### Floorplan with the power grid, run 1

Drawn at 4 px/um. Pins as bars on the die edge.
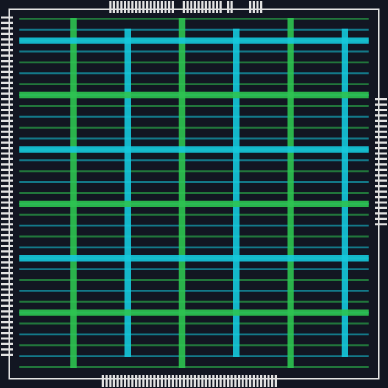
### Placed cells, one colour a class, run 1

Drawn at 3 px/um. Fill, decap, tap and diode cells in grey.
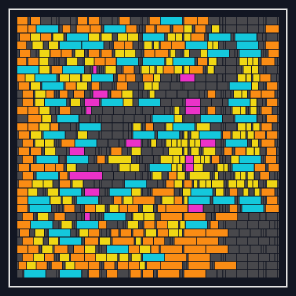
### Routed clock nets over the placement, run 1

Drawn at 6 px/um.
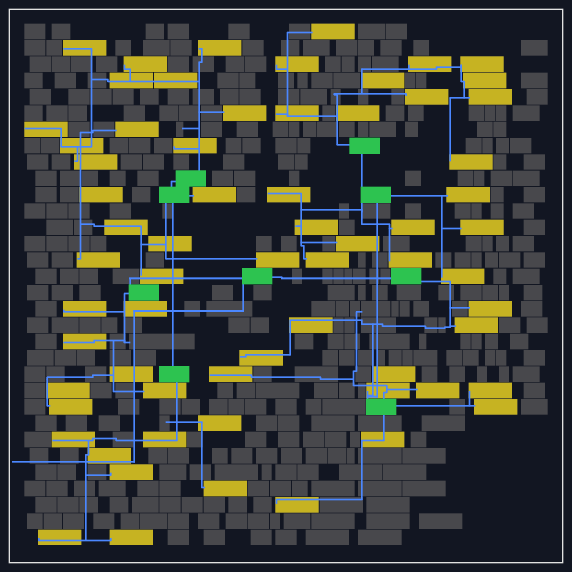
### Wiring by layer, run 1

Drawn at 4 px/um. Two of the layers only.
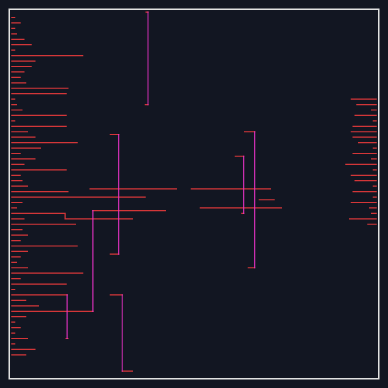
===== config.mk =====
export PLATFORM = sky130hd
export DESIGN_NAME = alu_arbiter
export DESIGN_NICKNAME = d
export VERILOG_FILES = /design/src/rtl/alu_arbiter.sv
export SDC_FILE = /design/constraint.sdc
export NUM_CORES = 1
export LEC_CHECK = 0
export ABC_AREA = 0
export CAP_MARGIN = 20
export CORE_MARGIN = 2
export CORE_UTILIZATION = 38
export CTS_CLUSTER_SIZE = 40
export DETAILED_ROUTE_END_ITERATION = 8
export PLACE_DENSITY = 0.82
export SYNTH_ARGS = -nofsm -noshare
export SYNTH_HDL_FRONTEND = slang
export SYNTH_SLANG_ARGS = --single-unit

===== constraint.sdc =====
create_clock -name clk -period 2 [get_ports clk]
set_input_delay 0.5 -clock clk [delete_from_list [all_inputs] [get_ports clk]]
set_output_delay 0.5 -clock clk [all_outputs]
set_load 0.05 [all_outputs]

===== src/rtl/alu_arbiter.sv =====
// Two-requester round-robin front end for one shared 16-bit ALU.
// Each grant is latched, given EXEC_CYCLES to settle, then answered to the winner only.
module alu_arbiter #(
  parameter int EXEC_CYCLES = 1
) (
  input  logic        clk,
  input  logic        rst_n,
  input  logic [1:0]  req_valid,
  output logic [1:0]  req_ready,
  input  logic [7:0]  req_op,
  input  logic [31:0] req_a,
  input  logic [31:0] req_b,
  output logic [1:0]  rsp_valid,
  input  logic [1:0]  rsp_ready,
  output logic [15:0] rsp_data,
  output logic        rsp_carry,
  output logic        rsp_err,
  output logic [15:0] alu_a,
  output logic [15:0] alu_b,
  output logic [3:0]  alu_sel,
  output logic [15:0] alu_mode,
  input  logic [15:0] alu_result,
  input  logic        alu_carry,
  output logic        busy
);

  localparam logic [3:0] OP_ADD   = 4'd7;
  localparam logic [3:0] OP_SUB   = 4'd8;
  localparam logic [3:0] CNT_LOAD = 4'(EXEC_CYCLES - 1);

  typedef enum logic [1:0] {S_IDLE, S_EXEC, S_RESP} state_t;

  state_t      r_state;
  state_t      w_state_next;
  logic        r_last;
  logic        r_win;
  logic [3:0]  r_cnt;
  logic [3:0]  r_op;
  logic [15:0] r_a;
  logic [15:0] r_b;
  logic [15:0] r_mode;
  logic [1:0]  r_rsp_valid;
  logic [15:0] r_rsp_data;
  logic        r_rsp_carry;
  logic        r_rsp_err;

  logic [3:0]  w_op [2];
  logic [15:0] w_a  [2];
  logic [15:0] w_b  [2];
  logic        w_win;
  logic [1:0]  w_grant;
  logic        w_accept;
  logic        w_capture;
  logic        w_release;
  logic        w_legal;
  logic        w_arith;

  generate
    for (genvar gi = 0; gi < 2; gi++) begin : g_req
      assign w_op[gi] = req_op[4*gi +: 4];
      assign w_a[gi]  = req_a[16*gi +: 16];
      assign w_b[gi]  = req_b[16*gi +: 16];
    end
  endgenerate

  // A tie goes to whichever requester was not granted last.
  assign w_win = (req_valid == 2'b10) | ((req_valid == 2'b11) & ~r_last);

  always_comb begin
    w_state_next = r_state;
    w_grant      = 2'b00;
    case (r_state)
      S_IDLE: begin
        w_grant[w_win] = req_valid[w_win];
        if (|w_grant) w_state_next = S_EXEC;
      end
      S_EXEC: if (r_cnt == 4'd0) w_state_next = S_RESP;
      S_RESP: if (rsp_ready[r_win]) w_state_next = S_IDLE;
      default: w_state_next = S_IDLE;
    endcase
  end

  assign w_accept  = |w_grant;
  assign w_capture = (r_state == S_EXEC) && (r_cnt == 4'd0);
  assign w_release = (r_state == S_RESP) && rsp_ready[r_win];
  assign w_legal   = (r_op <= OP_SUB);
  assign w_arith   = (r_op == OP_ADD) || (r_op == OP_SUB);

  always_ff @(posedge clk) begin
    if (!rst_n) r_state <= S_IDLE;
    else        r_state <= w_state_next;
  end

  always_ff @(posedge clk) begin
    if (!rst_n) begin
      r_last      <= 1'b1;
      r_win       <= 1'b0;
      r_cnt       <= 4'd0;
      r_op        <= 4'd0;
      r_a         <= 16'd0;
      r_b         <= 16'd0;
      r_mode      <= 16'd0;
      r_rsp_valid <= 2'b00;
      r_rsp_data  <= 16'd0;
      r_rsp_carry <= 1'b0;
      r_rsp_err   <= 1'b0;
    end else begin
      if (w_accept) begin
        r_win  <= w_win;
        r_last <= w_win;
        r_op   <= w_op[w_win];
        r_a    <= w_a[w_win];
        r_b    <= w_b[w_win];
        r_mode <= (w_op[w_win] == OP_SUB) ? 16'hFFFF : 16'h0000;
        r_cnt  <= CNT_LOAD;
      end else if ((r_state == S_EXEC) && (r_cnt != 4'd0)) begin
        r_cnt <= r_cnt - 4'd1;
      end
      // Illegal opcodes report an error with a clean zero result, whatever the ALU returns.
      if (w_capture) begin
        r_rsp_valid <= r_win ? 2'b10 : 2'b01;
        r_rsp_data  <= w_legal ? alu_result : 16'h0000;
        r_rsp_carry <= w_arith & alu_carry;
        r_rsp_err   <= ~w_legal;
      end
      if (w_release) r_rsp_valid <= 2'b00;
    end
  end

  assign req_ready = rst_n ? w_grant : 2'b00;
  assign rsp_valid = r_rsp_valid;
  assign rsp_data  = r_rsp_data;
  assign rsp_carry = r_rsp_carry;
  assign rsp_err   = r_rsp_err;
  assign alu_a     = r_a;
  assign alu_b     = r_b;
  assign alu_sel   = r_op;
  assign alu_mode  = r_mode;
  assign busy      = (r_state != S_IDLE);

endmodule

==> flow_metrics.py, run 1 <==
# Generated from Yosys and OpenROAD reports
metrics = {
    "final_timing": {
        "rsz0062_at_grt": "false",
        "max_freq_ghz": 0.5103,
        "fin_worst_skew_ns": 0.008522,
        "fin_crit_sh": 0.9798,
        "worst_pin_slew_ns": 0.7163,
        "tns_ns": 0,
    },
    "setup_path": {
        "r2r_cells": 5,
        "r2r-end": "r_cnt[3]",
        "crit_cells": 1,
        "critPathLaunchType": "register",
        "slowest_delay_ns": 0.80,
        "cp_slowest_cell": "clkdlybuf4s50_1",
        "crit_path_max_fanout": 2,
        "critPathKind": "register to output port",
        "r2r_setup_slack_ns": 0.42,
        "crit_start": "alu_b[0]",
    },
    "route": {
        "top_layer": "met4",
        "num_vias": 2830,
        "drc_errors": 0,
        "wire_per_inst_um": 15.95,
        "wl_um": 8774,
    },
    "global_route": {
        "use_met1": 0.2366,
        "met2_usage": 0.3695,
        "grt-ovfl-total": 0,
        "grt.busiest_layer": "met2",
        "gr-usage-all-layers": 0.2081,
        "grt_pass1_vias": 2919,
        "grt_pass1_wl_um": 13980,
    },
    "outcome": {
        "status": "completed",
    },
    "logic_synthesis": {
        "synthCells": 285,
        "edf_count": 0,
        "ys_sh_simple": 0.09060,
        "syn_nets": 381,
        "yosys.area.top_type_share": 0.4424,
        "ys_seq_elements": 65,
        "post-synth-top-count-cell": "dfxtp_1",
    },
    "finish": {
        "largest_class": "buffers",
        "diodes": 0,
        "sh_seq_area": 0.2569,
        "nNetsFinal": 539,
        "buffers": 185,
        "layout_top_cell": "clkdlybuf4s50_1",
        "seq_area_um2": 1301,
    },
    "job": {
        "cap_violations": 0,
    },
    "die": {
        "dieArea_um2": 8460,
    },
    "clocking": {
        "numCtsBuffers": 9,
        "h-tree-depth": 3,
    },
    "power_and_ir_drop": {
        "seq-power_uw": 1500,
        "leakage_uw": 0.002303,
        "p_comb_frac": 0.334,
        "switching_share": 0.3491,
        "p_clk_uw": 1120,
    },
    "placement": {
        "port_buffers": 169,
    },
}
About 'Floorplan with the power grid':
[cyan] VDD
[green] VSS
signal pins: 170
met1 rails: 33
rows: 32
CORE AREA: 7607 um^2
VDD IR max: 491.8 uV
Horiz. Die Dim: 91.98 um
Chip Height: 91.98 um

About 'Placed cells, one colour a class':
[cyan] flip-flops | cells: 65
[yellow] all other logic | cells: 182
[orange] other buffers and delay cells | cells: 185
[magenta] clock drivers and dummy loads | cells: 16

About 'Routed clock nets over the placement':
[blue] clock wires | length: 889 um
[green] cells driving clock nets | count: 9
[yellow] flip-flops | count: 65
flops lie: widely spread
routed clock nets: 10

About 'Wiring by layer':
[magenta] met4 | wire length: 156 um
[red] met3 | wire length: 605 um

## run 1: cell families after synthesis
| kind of cell | Yosys count |
|---|---|
| compound gates | 96 |
| fa+ha+maj | 1 |
| buf+inv | 44 |
| flops | 65 |
| mux | 38 |
| simple gates | 41 |
## run 1: registers in the layout (all words and copies together), names as in the netlist, 2 cells and up
register / count
r_state: 2
alu_sel: 4
alu_a: 16
alu_b: 16
rsp_data: 16
rsp_valid: 2
r_cnt: 4
## run 1: through the flow
step                hold slack (ns)  area, um^2  total power (uW)
floorplan                    0.4628        2944              2302
detailed placement           0.4465        4807              2860
finish                       0.4574        5065              3935
global route                 0.4780        5065              4114
CTS                          0.4696        4994              3979
global placement             0.4432        4807              2840
## run 1: timing repair
item,in CTS,in global routing
buffers inserted,0,0
pin swaps,1,0
endpoints found under the setup margin,11,25
gates resized,13,27
### Cell placement, run 1

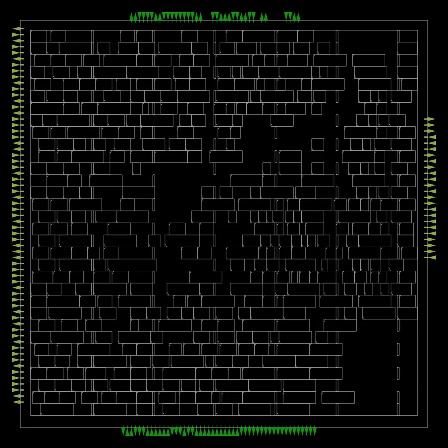

==> run 1 -> run 2 <==
--- a/config.mk
+++ b/config.mk
@@ -8,10 +8,11 @@
 export ABC_AREA = 0
 export CAP_MARGIN = 20
 export CORE_MARGIN = 2
-export CORE_UTILIZATION = 38
+export CORE_UTILIZATION = 41
 export CTS_CLUSTER_SIZE = 40
 export DETAILED_ROUTE_END_ITERATION = 8
-export PLACE_DENSITY = 0.82
+export PLACE_DENSITY = 0.88
+export SLEW_MARGIN = 5
 export SYNTH_ARGS = -nofsm -noshare
 export SYNTH_HDL_FRONTEND = slang
 export SYNTH_SLANG_ARGS = --single-unit
==> constraint.sdc (replaced) <==
create_clock -name clk -period 2.4 [get_ports clk]
set_input_delay 0.6 -clock clk [delete_from_list [all_inputs] [get_ports clk]]
set_output_delay 0.6 -clock clk [all_outputs]
set_load 0.05 [all_outputs]
### Cell placement, run 2

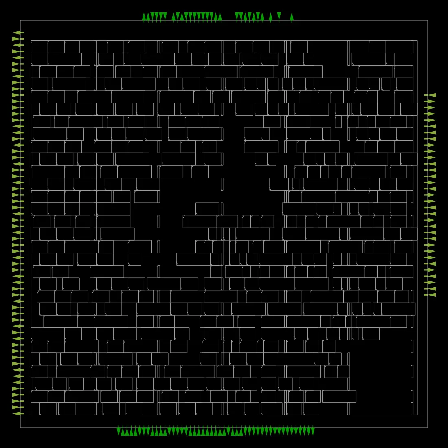
CORE AREA: 6869 um^2
TAP cells: 96
fillers: 531
post-route non-filler standard cell count: 535

==> flow_metrics.py, run 2 <==
# Generated from Yosys and OpenROAD reports
metrics = {
    "job": {
        "openroad.warnings": 26,
        "cap_violations": 0,
    },
    "setup_path": {
        "critPathLaunchType": "register",
        "crit_start": "alu_sel[3]",
        "crit_path_max_fanout": 5,
        "end_kind": "output port",
        "r2r_setup_slack_ns": 0.69,
        "cp_data_required_time_ns": 1.80,
        "r2r-end": "rsp_err",
        "cp_slowest_cell": "clkdlybuf4s50_1",
        "critPathKind": "register to output port",
        "crit_chain": "clkdlybuf4s50_1",
        "crit_cells": 1,
        "slowest_delay_ns": 0.90,
        "r2r_cells": 6,
    },
    "global_route": {
        "grt_pass1_vias": 2850,
        "use_met3": 0.07836,
        "grt_pass1_wl_um": 13710,
        "grt-ovfl-total": 0,
        "gr-usage-all-layers": 0.2244,
        "grt_max_degree": 38,
        "use_met1": 0.2612,
        "met2_usage": 0.3847,
        "grt.busiest_layer": "met2",
    },
    "power_and_ir_drop": {
        "p_total_uw": 3241,
        "p_sw_uw": 1119,
        "p_seq_frac": 0.386,
        "peakVddDrop_uv": 482.2,
        "seq-power_uw": 1250,
        "switching_share": 0.3453,
        "p_comb_frac": 0.335,
        "p_clk_uw": 902,
        "leakage_uw": 0.001821,
    },
    "finish": {
        "buffers": 178,
        "diodes": 0,
        "layout_top_cell": "clkdlybuf4s50_1",
        "layout_top_cells": "clkdlybuf4s50_1 (148), dfxtp_1 (65), mux2i_1 (38)",
        "largest_class": "buffers",
        "nNetsFinal": 532,
        "seq_area_um2": 1301,
        "design_area_um2": 4802,
        "sh_seq_area": 0.2710,
        "buffer_area_frac": 0.3747,
    },
    "clocking": {
        "h-tree-depth": 3,
        "clk_pin_slew_ns": 0.07,
        "numCtsBuffers": 9,
        "cts.sinks": 65,
        "post_cts_resize_count": 17,
        "post-cts-setup-buffers": 0,
    },
    "logic_synthesis": {
        "fa_ha_area_frac": 0.004254,
        "top_cells_by_count": "dfxtp_1 (65), mux2i_1 (38), o2bb2ai_1 (36)",
        "ys_seq_elements": 65,
        "post-synth-top-count-cell": "dfxtp_1",
        "synth_stat.cells": 285,
        "yosys.area.top_type_share": 0.4424,
        "top_area_cell": "dfxtp_1",
        "synthMuxAreaShare": 0.1293,
        "async_flop_share": 0,
        "edf_count": 0,
        "syn_nets": 381,
        "yosysWarningCount": 0,
        "synthCells": 285,
        "ys_sh_simple": 0.09060,
    },
    "route": {
        "drc_errors": 0,
        "wire_per_inst_um": 16.43,
        "drt_pass1_iterations": 4,
        "top_layer": "met4",
        "wl_um": 8789,
        "drtIter0Drc": 78,
        "num_vias": 2776,
    },
    "placement": {
        "port_buffers": 169,
        "place_inst": 520,
        "place_area_um2": 4622,
    },
    "die": {
        "die_w_um": 88.70,
        "die_y_um": 88.70,
        "fp-utilization": 0.4282,
        "dieArea_um2": 7868,
    },
    "final_timing": {
        "fin_crit_sh": 0.9375,
        "max_freq_ghz": 0.4444,
        "hold_ws_ns": 0.4624,
        "fin_worst_skew_ns": 0.01024,
        "worst_pin_slew_ns": 0.7333,
        "finalHoldViolCount": 0,
        "rsz0062_at_grt": "false",
        "relSlewSlack": 0.5112,
    },
    "hold_path": {
        "hold_end": "alu_b[6]",
        "hold_depth": 1,
    },
    "outcome": {
        "status": "completed",
    },
}
run 2: cell count changes in the layout (fill, tap and decap cells not counted), sizes merged:
cell / before / now
dlygate4sd2: 11 / 16
dlymetal6s2s: 24 / 2
buf: 53 / 12
clkinv: 2 / 1
clkdlybuf4s15: 1 / 0
clkinvlp: 2 / 1
clkdlybuf4s50: 96 / 148
run 2: metrics by stage:
stage / TNS [ns] / utilization / setup slack (ns)
2_1_floorplan: 0 / - / 0.01947
3_3_place_gp: -0.0008130 / 0.6729 / -0.0008130
3_5_place_dp: -0.04439 / 0.6729 / -0.04439
4_1_cts: 0 / 0.6971 / 0.0004999
5_1_grt: 0 / 0.6991 / 0.08722
6_report: 0 / 0.6991 / 0.1499
No activity file was given, so power comes from the tool's default toggle rates.
